`src/rtl/seg_mux_driver.sv`:
```
// seg_mux_driver: time-multiplexed hex 7-segment driver with gap, PWM, dp, blanking and zero suppression
module seg_mux_driver #(
  parameter int DIGITS         = 4,
  parameter int DIV_LOG2       = 4,
  parameter int GAP            = 2,
  parameter int BRIGHT_W       = 2,
  parameter bit SEG_ACTIVE_LOW = 0,
  parameter bit DIG_ACTIVE_LOW = 0
) (
  input  logic                  clock,
  input  logic                  reset_n,
  input  logic [4*DIGITS-1:0]   value,
  input  logic [DIGITS-1:0]     dp,
  input  logic [DIGITS-1:0]     blank,
  input  logic                  lz_blank,
  input  logic [BRIGHT_W-1:0]   brightness,
  output logic [7:0]            segs,
  output logic [DIGITS-1:0]     digit,
  output logic                  frame_start
);
  localparam int CW = DIGITS > 1 ? $clog2(DIGITS) : 1;
  localparam logic [7:0] SEG_OFF = SEG_ACTIVE_LOW ? 8'hff : 8'h00;
  localparam logic [DIGITS-1:0] DIG_OFF = DIG_ACTIVE_LOW ? '1 : '0;

  logic                run;
  logic [DIV_LOG2-1:0] slot_cnt;
  logic [CW-1:0]       cdigit;
  logic [4*DIGITS-1:0] snap_value;
  logic [DIGITS-1:0]   snap_dp, snap_blank, sup;
  logic                snap_lz;
  logic                slot_wrap, frame_wrap, load, dark, pwm_on, on;
  logic [3:0]          nib;
  logic [7:0]          seg_next;
  logic [DIGITS-1:0]   dig_next;

  function automatic logic [7:0] enc(input logic [3:0] n);
    case (n)
      4'h0: enc = 8'hfc;
      4'h1: enc = 8'h60;
      4'h2: enc = 8'hda;
      4'h3: enc = 8'hf2;
      4'h4: enc = 8'h66;
      4'h5: enc = 8'hb6;
      4'h6: enc = 8'hbe;
      4'h7: enc = 8'he0;
      4'h8: enc = 8'hfe;
      4'h9: enc = 8'hf6;
      4'ha: enc = 8'hee;
      4'hb: enc = 8'h3e;
      4'hc: enc = 8'h9c;
      4'hd: enc = 8'h7a;
      4'he: enc = 8'h9e;
      default: enc = 8'h8e;
    endcase
  endfunction

  // run stays low for the first edge after reset so that edge enters (0,0) and loads the snapshot
  assign slot_wrap  = &slot_cnt;
  assign frame_wrap = slot_wrap && cdigit == CW'(DIGITS - 1);
  assign load       = !run || frame_wrap;

  always_ff @(posedge clock or negedge reset_n) begin
    if (!reset_n) begin
      run        <= 1'b0;
      slot_cnt   <= '0;
      cdigit     <= '0;
      snap_value <= '0;
      snap_dp    <= '0;
      snap_blank <= '0;
      snap_lz    <= 1'b0;
    end else begin
      run      <= 1'b1;
      slot_cnt <= run ? slot_cnt + 1'b1 : '0;
      cdigit   <= load ? '0 : slot_wrap ? cdigit + 1'b1 : cdigit;
      if (load) begin
        snap_value <= value;
        snap_dp    <= dp;
        snap_blank <= blank;
        snap_lz    <= lz_blank;
      end
    end
  end

  for (genvar k = 0; k < DIGITS; k++) begin : g_sup
    if (k == 0) begin : g_lsd
      assign sup[k] = 1'b0;
    end else begin : g_hi
      assign sup[k] = snap_lz && snap_value[4*DIGITS-1:4*k] == '0;
    end
  end

  always_comb begin
    nib      = snap_value[4*cdigit +: 4];
    dark     = snap_blank[cdigit] | sup[cdigit];
    pwm_on   = &brightness || slot_cnt[DIV_LOG2-1 -: BRIGHT_W] < brightness;
    on       = run && !dark && pwm_on && slot_cnt >= DIV_LOG2'(GAP);
    seg_next = run && !dark ? enc(nib) | {7'b0, snap_dp[cdigit]} : 8'h00;
    dig_next = on ? DIGITS'(1) << cdigit : '0;
  end

  always_ff @(posedge clock or negedge reset_n) begin
    if (!reset_n) begin
      segs        <= SEG_OFF;
      digit       <= DIG_OFF;
      frame_start <= 1'b0;
    end else begin
      segs        <= seg_next ^ SEG_OFF;
      digit       <= dig_next ^ DIG_OFF;
      frame_start <= run && slot_cnt == '0 && cdigit == '0;
    end
  end
endmodule
```
`config.mk`:
```
export PLATFORM = sky130hd
export DESIGN_NAME = seg_mux_driver
export DESIGN_NICKNAME = d
export VERILOG_FILES = /design/src/rtl/seg_mux_driver.sv
export SDC_FILE = /design/constraint.sdc
export NUM_CORES = 1
export LEC_CHECK = 0
export CAP_MARGIN = 40
export CELL_PAD_IN_SITES_DETAIL_PLACEMENT = 0
export CELL_PAD_IN_SITES_GLOBAL_PLACEMENT = 1
export CORE_MARGIN = 1.5
export CORE_UTILIZATION = 45
export CTS_CLUSTER_DIAMETER = 80
export DETAILED_ROUTE_END_ITERATION = 8
export GPL_ROUTABILITY_DRIVEN = 0
export HOLD_SLACK_MARGIN = 0.06
export PLACE_DENSITY_LB_ADDON = 0.1
export SLEW_MARGIN = 10
export SYNTH_ARGS = -nofsm -noshare
export SYNTH_HDL_FRONTEND = slang
export SYNTH_SLANG_ARGS = --single-unit
export TNS_END_PERCENT = 50
```
`constraint.sdc`:
```
create_clock -name clock -period 4.2 [get_ports clock]
set_input_delay 0.84 -clock clock [delete_from_list [all_inputs] [get_ports clock]]
set_output_delay 0.84 -clock clock [all_outputs]
set_load 0.05 [all_outputs]
```
**Selected gate families**

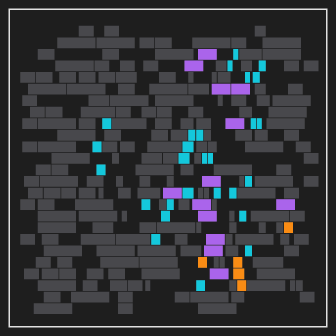
and/or cells: in orange, cells 5, most used and2_1, where lower right. fa/ha/maj cells: in purple, cells 13, most used ha_1. nor cells: in cyan, cells 27, most used nor3_1.
post-layout instance count excluding filler cells: 294
combinational share of cell area: 37.4%
most used logic cell in the final layout: sky130_fd_sc_hd__dfrtp_1

**Nets reached from selected ports**

The bar under the picture is 20 um long.
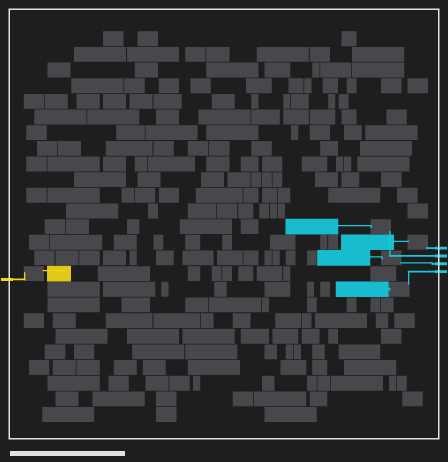
digit: in cyan, bits 4, direction output, end cells 4, wire 40.4 um. lz_blank: in yellow, bits 1, direction input, end cells 1, wire 6.90 um.
top-level I/O count: 42
quantity of I/O buffers inserted on ports: 41

**Congestion heat map**

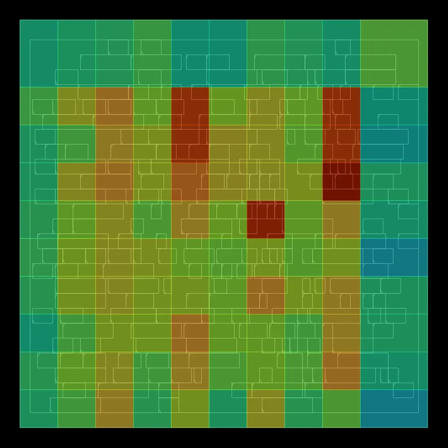
global-route usage over all layers: 17.6%
met3 Usage GRT: 4.20%
met2 Resource Use GR: 29.0%

**A small window of the routed layout**

The bar under the picture is 10 um long. Region (6, 6) to (31, 31) um. Cells in grey, sequential cells in the stronger grey; small squares are vias.
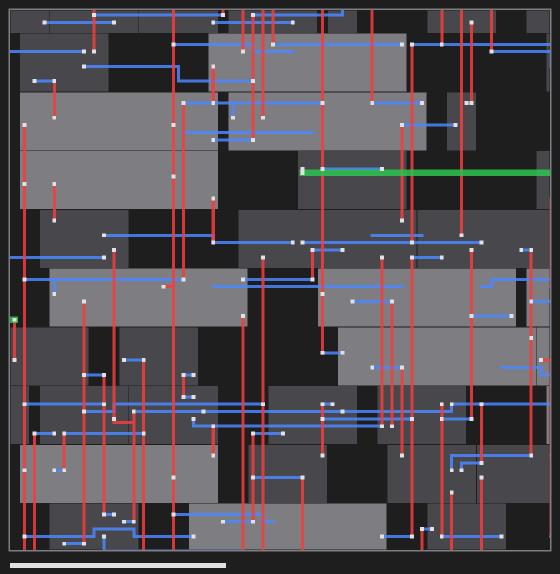
M3: in green. M2: in red. M1: in blue.
Sequential cells in the window: 9. Most frequent: dfrtp_1 (9), mux2_2 (8), clkdlybuf4s50_1 (5). 26 logic cells have their middle in the window. Netlist names of flops here include snap_blank (3), snap_dp (3), snap_value (2).

==> notes.md <==
The run has ended; figures from its reports follow.

The run finished with clean final reports. The clock tree root buffer cell is sky130_fd_sc_hd__clkbuf_8. For this block, the via count after detailed routing is 1545. The cell count after placement came out at 287. The chip width is 74.4 um.

The final design utilization is between 50% and 60%. Before any placement, the netlist area is recorded as 2290 um2. The number of antenna violations at the first check in global routing is 0. The largest single stage delay on the critical path is 0.70 ns.

STA classifies the critical path startpoint as a register. Summing internal, switching and leakage power gives approximately 0.00096 W. The clock network burns ~28% of the power. The relative area change from synthesis to final layout is 25.2%.

The final-layout worst hold slack came out at ~0.48 ns. The tool warning count for the run is 35. The maximum operating frequency is about 0.44 GHz. Timing analysis after detailed placement gives a worst setup slack of 1.90 ns. The power in the clock group is 0.000264 W. In the layout the commonest cells are 45 x sky130_fd_sc_hd__dfrtp_1, 40 x sky130_fd_sc_hd__clkdlybuf4s50_1, 29 x sky130_fd_sc_hd__mux2_2, 13 x sky130_fd_sc_hd__ha_1, 12 x sky130_fd_sc_hd__inv_1. The switching fraction of total power came out at 27.1%. The met1 demand-to-capacity share in global routing came out at 22.5%. The power per cell area came out at ~330 nW/um2.

The floorplan core area is 4820 um2. The headroom to the max-slew limit came out at 62.9%. According to the Yosys statistics, the synthesized design has a chip area of 2290 um2.

The critical path endpoint has a required time of 4.39 ns. The finished cells cover 2870 um2. The post-CTS setup buffer count is 0. Once the clock tree was built, the resizer swapped 0 gates to a different size.

The kind of critical path is reg -> reg. Per the power-grid run, VDD falls by no more than around 0.18 mV. The wire length per cell is 14.4 um.

The number of pins with negative max-slew slack in the final report is 0. The standby leakage power is 1.20 nW. Per the detailed placement report, the placed cell area equals around 2800 um2. The number of cells in the yosys synthesis report is 183.

The report lists the number of standard-cell rows as 25. The count of unique library cells instantiated by Yosys is 33. The internal cell power is 0.000699 W. The count of nets left with antenna violations once routing finished came out at 0. The slew at the pin with the worst max-slew slack is 0.557 ns. The total of hold buffers inserted after clock tree synthesis is 0. The report lists the cells along the critical path as mux4_2 -> ha_1 -> mux2_2 -> a221oi_1. The global-route wire length before repair came out at 7250 um.

For reference, the top cells by area after synthesis are sky130_fd_sc_hd__dfrtp_1 49%, sky130_fd_sc_hd__mux2_2 14%, sky130_fd_sc_hd__ha_1 7.1%. The combinational power is ~0.0002 W. The count of state elements after synthesis is 45. Per the post-synthesis report, the nets total about 230. The count of nets after finishing came out at 269. The floorplan-stage core utilization came out at a little under half.

The biggest area consumer among synthesized cells is sky130_fd_sc_hd__dfrtp_1. The average via count per standard cell is roughly 5.3. Per the TritonCTS log, the buffer count is 5. The number of optimization iterations in the first detailed-route pass is 4.

The DRC violation total after the first TritonRoute iteration came out at 44. The max-cap violation count is 0. TritonCTS built the clock tree. The power group with the highest consumption is sequential cells. The category of the worst setup path capture point is a register. The power drawn by the sequential cells is slightly below 0.0005 W. The total length of routed wires is 4230 um.

The setup TNS is 0 ns. Summing the sequential cell areas from Yosys gives around half of the chip area. For this run the aggregate overflow at the end of global routing stands at 0. The cell with the largest stage delay on the worst path is sky130_fd_sc_hd__dfrtp_1. The layer flagged by global routing as most heavily used is met2. The die height came out at 74.4 um. The worst path in the final design needs a cycle of 2.28 ns, including I/O delays and setup.

The worst endpoint data arrival time is 2.46 ns. The number of H-tree branching levels came out at 2. The final hold violation count is 0. The sink count of the clock tree is about 45. The pin count of the biggest net entering global routing came out at 29. Warnings reported by Yosys during synthesis add up to 0.

The clock arrives with 0.00519 ns of skew. The fraction of layout cells with a size suffix above 1 is 20.7%. The smallest setup slack after layout is 1.92 ns. The final antenna diode count came out at 0.

The final setup violation count came out at 0. The net switching component of the power is 0.000260 W. The die area is 5530 um2. The maximum clock insertion buffer count is 2. The logic gate share of total power came out at 20.9%. After technology mapping, the gate count stands at 183.

The clock insertion delay at the later pin of the skew report came out at 0.29 ns. After detailed routing, the number of remaining DRC violations is 0. The highest fanout seen on the critical path is 15.

The clock edge transition at the registers on the reported setup and hold paths came out at roughly 0.080 ns. The via count of the first global-routing pass came to roughly 1600. The fraction of power consumed by sequential logic came out at between 50% and 60%. The most critical min-delay path falls under in -> async. The per-instance average area after synthesis came out at 12.5 um2. Setup repair after global routing left no endpoint under its margin. The area fraction of the largest cell type after synthesis is 49.2%. Note, the detailed placer reported a final HPWL of 3230 um. The final worst-path cycle share is 54.2%.
-- final timing paths --
| check | startpoint | to | slack [ns] | depth (start not counted) |
|---|---|---|---|---|
| worst min register to register | slot_cnt[0] | slot_cnt[0] | 0.49 | 1 |
| worst max-delay path | cdigit[0] | segs[1] | 1.92 | 4 |
| worst max register to register | cdigit[0] | segs[1] | 1.92 | 4 |
| max in group asynchronous | reset_n | snap_value[7] | 3.24 | 2 |
| min in group clock | slot_cnt[0] | slot_cnt[0] | 0.49 | 1 |
| worst min-delay path | reset_n | digit[1] | 0.48 | 1 |
-- cell families after synthesis --
kind of cell / after synthesis / share of synthesized area, %
flip-flops: 45 / 49.2
multiplexers: 43 / 23.3
AND/OR/NAND/NOR: 37 / 8.74
AND-OR/OR-AND: 20 / 5.95
buffers and inverters: 20 / 4.04
adder cells (fa/ha/maj): 13 / 7.10
XOR/XNOR: 4 / 1.53
other: 1 / 0.164
-- per-layer routing --
metal	vias to the layer above	part of all wire (%)
met5	-	0
met4	0	1.3
met3	5	4.2
met2	42	49
met1	757	45
li1	741	-
-- cell usage after synthesis --
master,count
sky130_fd_sc_hd__xor2_1,1
sky130_fd_sc_hd__a22oi_1,1
sky130_fd_sc_hd__inv_1,12
sky130_fd_sc_hd__buf_4,1
sky130_fd_sc_hd__mux2_2,29
sky130_fd_sc_hd__or4_1,1
sky130_fd_sc_hd__nor3_1,10
sky130_fd_sc_hd__nand2b_1,1
sky130_fd_sc_hd__nor2b_1,4
sky130_fd_sc_hd__clkbuf_1,1
sky130_fd_sc_hd__a21oi_1,5
sky130_fd_sc_hd__conb_1,1
sky130_fd_sc_hd__nand2_1,1
sky130_fd_sc_hd__and2_1,4
sky130_fd_sc_hd__mux4_2,5
sky130_fd_sc_hd__a221oi_1,2
sky130_fd_sc_hd__nor3b_1,3
sky130_fd_sc_hd__o21ai_2,1
sky130_fd_sc_hd__nor2_1,7
sky130_fd_sc_hd__xnor2_1,3
sky130_fd_sc_hd__a31oi_1,1
sky130_fd_sc_hd__o21ai_0,3
sky130_fd_sc_hd__nand3_1,3
sky130_fd_sc_hd__mux2i_1,8
sky130_fd_sc_hd__dfrtp_1,45
sky130_fd_sc_hd__buf_2,5
sky130_fd_sc_hd__buf_6,1
sky130_fd_sc_hd__nor4_1,3
sky130_fd_sc_hd__a311oi_1,2
sky130_fd_sc_hd__o311ai_1,1
sky130_fd_sc_hd__ha_1,13
sky130_fd_sc_hd__mux2_4,1
sky130_fd_sc_hd__a211oi_1,4
-- sequential cells by signal (all words and copies together), names as in the netlist --
signal / flops
segs: 8
cdigit: 2
snap_lz: 1
snap_blank: 4
snap_dp: 4
slot_cnt: 4
snap_value: 16
digit: 4
run: 1
frame_start: 1
-- cell type report --
cell class | instances | area, um2
tap | 67 | 83.8
sequential | 45 | 1130
inverter | 12 | 45.0
clock buffer | 7 | 86.3
multi-input combinational | 118 | 1070
fill | 430 | 1950
timing repair buffer | 45 | 455
-- critical path: cells and delay by family (launching register included) --
kind,cells,cell delay [ns]
adder cells (fa/ha/maj),1,0.28
multiplexers,2,0.94
AND-OR/OR-AND,1,0.25
flip-flops,1,0.70
Power and IR drop assume default switching activity.
